==> src/rtl/booth_divider.sv <==
// Sequential signed divider: radix-2 restoring division on operand magnitudes,
// one quotient bit per cycle, sign fix-up at the end, start/ack/busy/irq handshake.
module booth_divider #(
  parameter int unsigned N_W = 32,
  parameter int unsigned D_W = 16
) (
  input  logic           clk,
  input  logic           reset,
  input  logic           start,
  input  logic           ack,
  input  logic           irq_enable,
  input  logic [N_W-1:0] dividend,
  input  logic [D_W-1:0] divisor,
  output logic           busy,
  output logic           irq,
  output logic [N_W-1:0] quotient,
  output logic [D_W-1:0] remainder,
  output logic           div_zero,
  output logic           overflow
);

  localparam int unsigned C_W = $clog2(N_W);
  localparam int unsigned M_W = D_W + 1;
  localparam int unsigned P_W = D_W + 2;

  localparam logic [2:0] S_IDLE = 3'd0;
  localparam logic [2:0] S_PREP = 3'd1;
  localparam logic [2:0] S_RUN  = 3'd2;
  localparam logic [2:0] S_FIX  = 3'd3;
  localparam logic [2:0] S_DONE = 3'd4;

  logic [2:0]     state;
  logic [2:0]     state_nx;
  logic           start_q;
  logic           start_pe;
  logic [N_W-1:0] dvd_l;
  logic [D_W-1:0] dsr_l;
  logic [N_W:0]   dvd_mag;
  logic [M_W-1:0] dsr_mag;
  logic [M_W-1:0] pr;
  logic [C_W-1:0] count;
  logic           sign_q;
  logic           sign_r;

  logic [N_W-1:0] dvd_abs;
  logic [M_W-1:0] dsr_abs;
  logic [P_W-1:0] pr_shift;
  logic [P_W-1:0] trial;
  logic [N_W-1:0] q_mag;
  logic [N_W-1:0] q_neg;
  logic [D_W-1:0] r_mag;
  logic [D_W-1:0] r_neg;
  logic           is_zero;
  logic           is_ovf;

  // dvd_mag holds the dividend left-aligned one bit up; quotient bits fill in from the LSB
  always_comb begin
    start_pe = start & ~start_q;
    dvd_abs  = dvd_l[N_W-1] ? (~dvd_l + N_W'(1)) : dvd_l;
    dsr_abs  = dsr_l[D_W-1] ? (~{1'b1, dsr_l} + M_W'(1)) : {1'b0, dsr_l};
    pr_shift = {pr, dvd_mag[N_W]};
    trial    = pr_shift - P_W'(dsr_mag);
    q_mag    = dvd_mag[N_W-1:0];
    q_neg    = ~q_mag + N_W'(1);
    r_mag    = pr[D_W-1:0];
    r_neg    = ~r_mag + D_W'(1);
    is_zero  = (dsr_l == '0);
    is_ovf   = (dvd_l == {1'b1, {(N_W-1){1'b0}}}) && (dsr_l == '1);
  end

  always_ff @(posedge clk) begin
    if (reset) state <= S_IDLE;
    else       state <= state_nx;
  end

  always_comb begin
    state_nx = state;
    case (state)
      S_IDLE:  if (start_pe) state_nx = S_PREP;
      S_PREP:  state_nx = S_RUN;
      S_RUN:   if (count == C_W'(N_W - 1)) state_nx = S_FIX;
      S_FIX:   state_nx = irq_enable ? S_DONE : S_IDLE;
      S_DONE:  if (ack) state_nx = S_IDLE;
      default: state_nx = S_IDLE;
    endcase
  end

  always_ff @(posedge clk) begin
    if (reset) begin
      start_q   <= 1'b0;
      busy      <= 1'b0;
      irq       <= 1'b0;
      quotient  <= '0;
      remainder <= '0;
      div_zero  <= 1'b0;
      overflow  <= 1'b0;
      dvd_l     <= '0;
      dsr_l     <= '0;
      dvd_mag   <= '0;
      dsr_mag   <= '0;
      pr        <= '0;
      count     <= '0;
      sign_q    <= 1'b0;
      sign_r    <= 1'b0;
    end else begin
      start_q <= start;
      case (state)
        S_IDLE: begin
          if (start_pe) begin
            busy     <= 1'b1;
            div_zero <= 1'b0;
            overflow <= 1'b0;
            dvd_l    <= dividend;
            dsr_l    <= divisor;
          end
        end
        S_PREP: begin
          dvd_mag <= {dvd_abs, 1'b0};
          dsr_mag <= dsr_abs;
          sign_q  <= dvd_l[N_W-1] ^ dsr_l[D_W-1];
          sign_r  <= dvd_l[N_W-1];
          pr      <= '0;
          count   <= '0;
        end
        S_RUN: begin
          dvd_mag <= {dvd_mag[N_W-1:0], ~trial[P_W-1]};
          pr      <= trial[P_W-1] ? pr_shift[M_W-1:0] : trial[M_W-1:0];
          count   <= count + C_W'(1);
        end
        S_FIX: begin
          if (is_zero) begin
            quotient  <= '1;
            remainder <= dvd_l[D_W-1:0];
          end else if (is_ovf) begin
            quotient  <= {1'b1, {(N_W-1){1'b0}}};
            remainder <= '0;
          end else begin
            quotient  <= sign_q ? q_neg : q_mag;
            remainder <= sign_r ? r_neg : r_mag;
          end
          div_zero <= is_zero;
          overflow <= is_ovf;
          if (irq_enable) irq  <= 1'b1;
          else            busy <= 1'b0;
        end
        S_DONE: begin
          if (ack) begin
            irq  <= 1'b0;
            busy <= 1'b0;
          end
        end
        default: ;
      endcase
    end
  end

endmodule
==> config.mk <==
export PLATFORM = sky130hd
export DESIGN_NAME = booth_divider
export DESIGN_NICKNAME = d
export VERILOG_FILES = /design/src/rtl/booth_divider.sv
export SDC_FILE = /design/constraint.sdc
export NUM_CORES = 1
export LEC_CHECK = 0
export CAP_MARGIN = 25
export CELL_PAD_IN_SITES_DETAIL_PLACEMENT = 0
export CELL_PAD_IN_SITES_GLOBAL_PLACEMENT = 2
export CORE_ASPECT_RATIO = 2
export CORE_MARGIN = 2
export CORE_UTILIZATION = 32
export CTS_BUF_LIST = sky130_fd_sc_hd__clkbuf_8
export DETAILED_ROUTE_END_ITERATION = 10
export MAX_ROUTING_LAYER = met4
export PLACE_DENSITY_LB_ADDON = 0.1
export RECOVER_POWER = 50
export SYNTH_ARGS = -nofsm -noshare
export SYNTH_HDL_FRONTEND = slang
export SYNTH_SLANG_ARGS = --single-unit
==> constraint.sdc <==
create_clock -name clk -period 2.2 [get_ports clk]
set_input_delay 0.44 -clock clk [delete_from_list [all_inputs] [get_ports clk]]
set_output_delay 0.44 -clock clk [all_outputs]
set_load 0.02 [all_outputs]
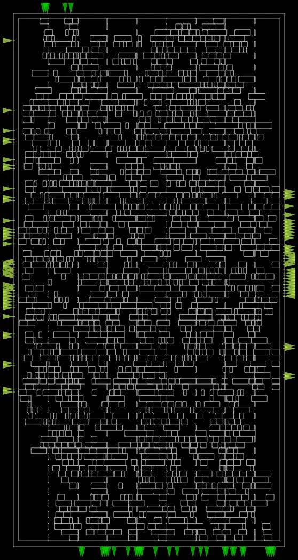
Fig. 1. Placement view.
count of sequential standard cells: 178
Placement Rows: 90
Core Footprint: 30000 sq um

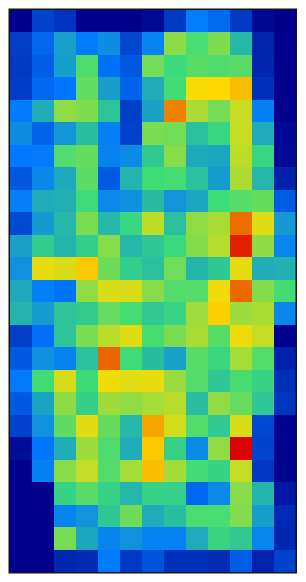
Fig. 2. Wire density map.
The die is cut into 13 by 25 equal tiles; dark blue is low, red is high, scaled to the fullest tile. Values are wire area over tile area, all layers added.
fullest tile = 0.39
tiles over half the peak = 38%
nearly empty tiles = 7.4%
mean over tiles = 0.16
post-detailed-routing wire length: 32700 um
count of vias placed by the detailed router: 9519
routed length per placed instance: 17.8 um
total global routing track utilization: 20.4%

==> run notes <==
On the backend side, the flow ran end to end.

Summed over all instances, the cell type with the most area after synthesis is sky130_fd_sc_hd__dfxtp_1. The share of async-settable or async-resettable flops after synthesis stands at 0%. The die boundary height stands at 250 um. For flop-to-flop paths, the worst setup slack is -180 ps. The number of clock buffers added by TritonCTS is 17.

In this run, post-CTS repair resized a total of 108 instances. Synthesis produced a netlist with a net count of 1270. The number of search-and-repair iterations in the first detailed-routing pass stands at 5. The post-route minimum period stands at 2380 ps. STA classifies the critical path startpoint as a flop. The final reports fail on setup timing. Entering global routing, the biggest net connects 55 pins. The violation tally from detailed-route iteration zero stands at 404. The slack of the critical path stands at -180 ps. The critical path's largest stage delay stands at 520 ps.

The fraction of layout cells with a size suffix above 1 stands at 31.2%. Using the TritonRoute via totals, the vias-per-cell ratio works out to 5.20. The slowest stage of the critical path is the sky130_fd_sc_hd__or4_4 cell. The number of setup violations in the final report stands at 66.

TritonCTS built the clock tree. The post-layout period usage of the worst path stands at 108%. The average footprint of a synthesized cell stands at 8.11 sq um. STA classifies the critical path endpoint as a flop.

The count of hold buffers inserted by post-cts repair stands at 0. The later-pin clock latency in the skew report stands at 500 ps. The switching power stands at 9.05 mW. Warnings raised by the tools during the run amount to 30. The placed cell count stands at 1776.

The number of nets in the final layout stands at 1529. The post-route worst hold slack stands at 367 ps. The mapped cell area stands at 9660 sq um. For this run the top cell type by instance count after synthesis was sky130_fd_sc_hd__nand2_1.

The first global-routing pass estimated 50100 um of wire. The synthesized design contains 0 enable-type register cells. After synthesis, the chip area reported by Yosys is 9660 sq um. The power report puts the leakage power at 5.31 nW.

The cell count after synthesis stands at 1192. The clock sink count stands at 178. The relative area change from synthesis to final layout stands at 46.6%.

The flow ran to the end, but the final reports show violations. The arrival time at the worst endpoint stands at 2810 ps. The number of antenna violations at the first check in global routing stands at 1.

The slew at the pin closest to its max-slew limit stands at 1150 ps. In this run the critical path is formed by or4_4 > or2_4 > or3_4 > or3_4 > nand2_8 > clkbuf_16 > a21oi_2 > nor3_2. The cell-internal power stands at 12.1 mW. Per the timing report, the achievable frequency comes out to 0.420 GHz.

The worst-case headroom to the max-slew limit stands at 23.1%. The portion of total power attributed to the clock network stands at 12.0%.
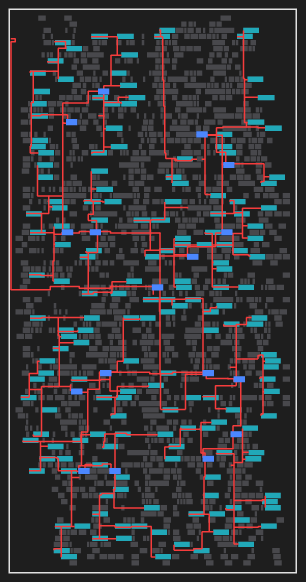
Fig. 3. Clock distribution.
red -> clock wires  # length 2640 um
cyan -> flip-flops  # count 178
blue -> clock-net drivers  # count 17
flops lie = all over the die

==> stage by stage <==
stage	setup slack [ps]	cell area [sq um]
6_report	-180	14200
5_1_grt	-253	14200
4_1_cts	-196	13300
3_5_place_dp	-295	12400
3_3_place_gp	-233	12400
2_1_floorplan	-72.5	9720
==> worst max-delay path, delay by kind of cell (launching register included) <==
family,cells,cell delay (ps)
compound gates,1,40
buf+inv,1,160
flops,1,330
simple gates,6,1790
==> cell usage in the layout, fill, tap and decap left out, types with 9 or more instances in the layout <==
| master | instances |
|---|---|
| sky130_fd_sc_hd__nand2_1 | 186 |
| sky130_fd_sc_hd__buf_4 | 181 |
| sky130_fd_sc_hd__dfxtp_1 | 152 |
| sky130_fd_sc_hd__a21oi_1 | 97 |
| sky130_fd_sc_hd__clkdlybuf4s50_1 | 93 |
| sky130_fd_sc_hd__nor2_1 | 75 |
| sky130_fd_sc_hd__xnor2_1 | 55 |
| sky130_fd_sc_hd__a22oi_1 | 43 |
| sky130_fd_sc_hd__xor2_1 | 40 |
| sky130_fd_sc_hd__a21oi_2 | 30 |
| sky130_fd_sc_hd__o21ai_0 | 29 |
| sky130_fd_sc_hd__inv_1 | 27 |
| sky130_fd_sc_hd__nor3_2 | 25 |
| sky130_fd_sc_hd__dfxtp_2 | 25 |
| sky130_fd_sc_hd__mux2i_1 | 22 |
| sky130_fd_sc_hd__clkbuf_8 | 19 |
| sky130_fd_sc_hd__o21ai_1 | 17 |
| sky130_fd_sc_hd__a211oi_1 | 17 |
| sky130_fd_sc_hd__o31ai_1 | 16 |
| sky130_fd_sc_hd__ha_4 | 14 |
| sky130_fd_sc_hd__nor3_1 | 13 |
| sky130_fd_sc_hd__o22ai_2 | 13 |
| sky130_fd_sc_hd__o22ai_1 | 12 |
| sky130_fd_sc_hd__buf_6 | 12 |
| sky130_fd_sc_hd__dlygate4sd3_1 | 10 |
| sky130_fd_sc_hd__nand3_1 | 9 |
| sky130_fd_sc_hd__nand4_1 | 9 |
| sky130_fd_sc_hd__ha_1 | 9 |
==> area by class of cell <==
type                       count  area [sq um]  share of cell area (%)
antenna                        1          2.50                  0.0177
multi-input combinational    900          6620                    46.7
inverter                      33           124                   0.874
tap                          368           460                    3.25
clock buffer                  19           262                    1.85
clock inverter                12           164                    1.16
sequential                   178          3600                    25.4
timing repair buffer         321          2940                    20.7
==> state kept, by name, indices dropped and copies added (netlist names), 3 cells and up <==
name       cells
state          3
dvd_l         32
quotient      32
dsr_mag       17
dsr_l         16
count          5
pr            17
dvd_mag       33
remainder     16
==> kinds of logic (layout without fill, tap and decap cells) <==
kind of cell | after synthesis | in the layout | share of synthesized area [%]
buffers and inverters | 114 | 385 | 5.30
adders and majority gates | 25 | 25 | 3.31
muxes | 23 | 23 | 2.38
and+or+nand+nor | 401 | 401 | 19.8
other | 0 | 1 | 0
xor gates and xnor gates | 99 | 99 | 8.97
AOI/OAI and AO/OA | 352 | 352 | 23.4
DFF | 178 | 178 | 36.9
==> layer usage <==
layer	wire [um]	vias up	part of all wire [%]	global-route usage (%)
li1	-	4760	-	-
met1	14300	4557	44	24.4
met2	16800	163	51	35.1
met3	831	39	2.5	2.66
met4	724	0	2.2	6.94
met5	0	-	0	-
No activity file was given, so power comes from the tool's default toggle rates.
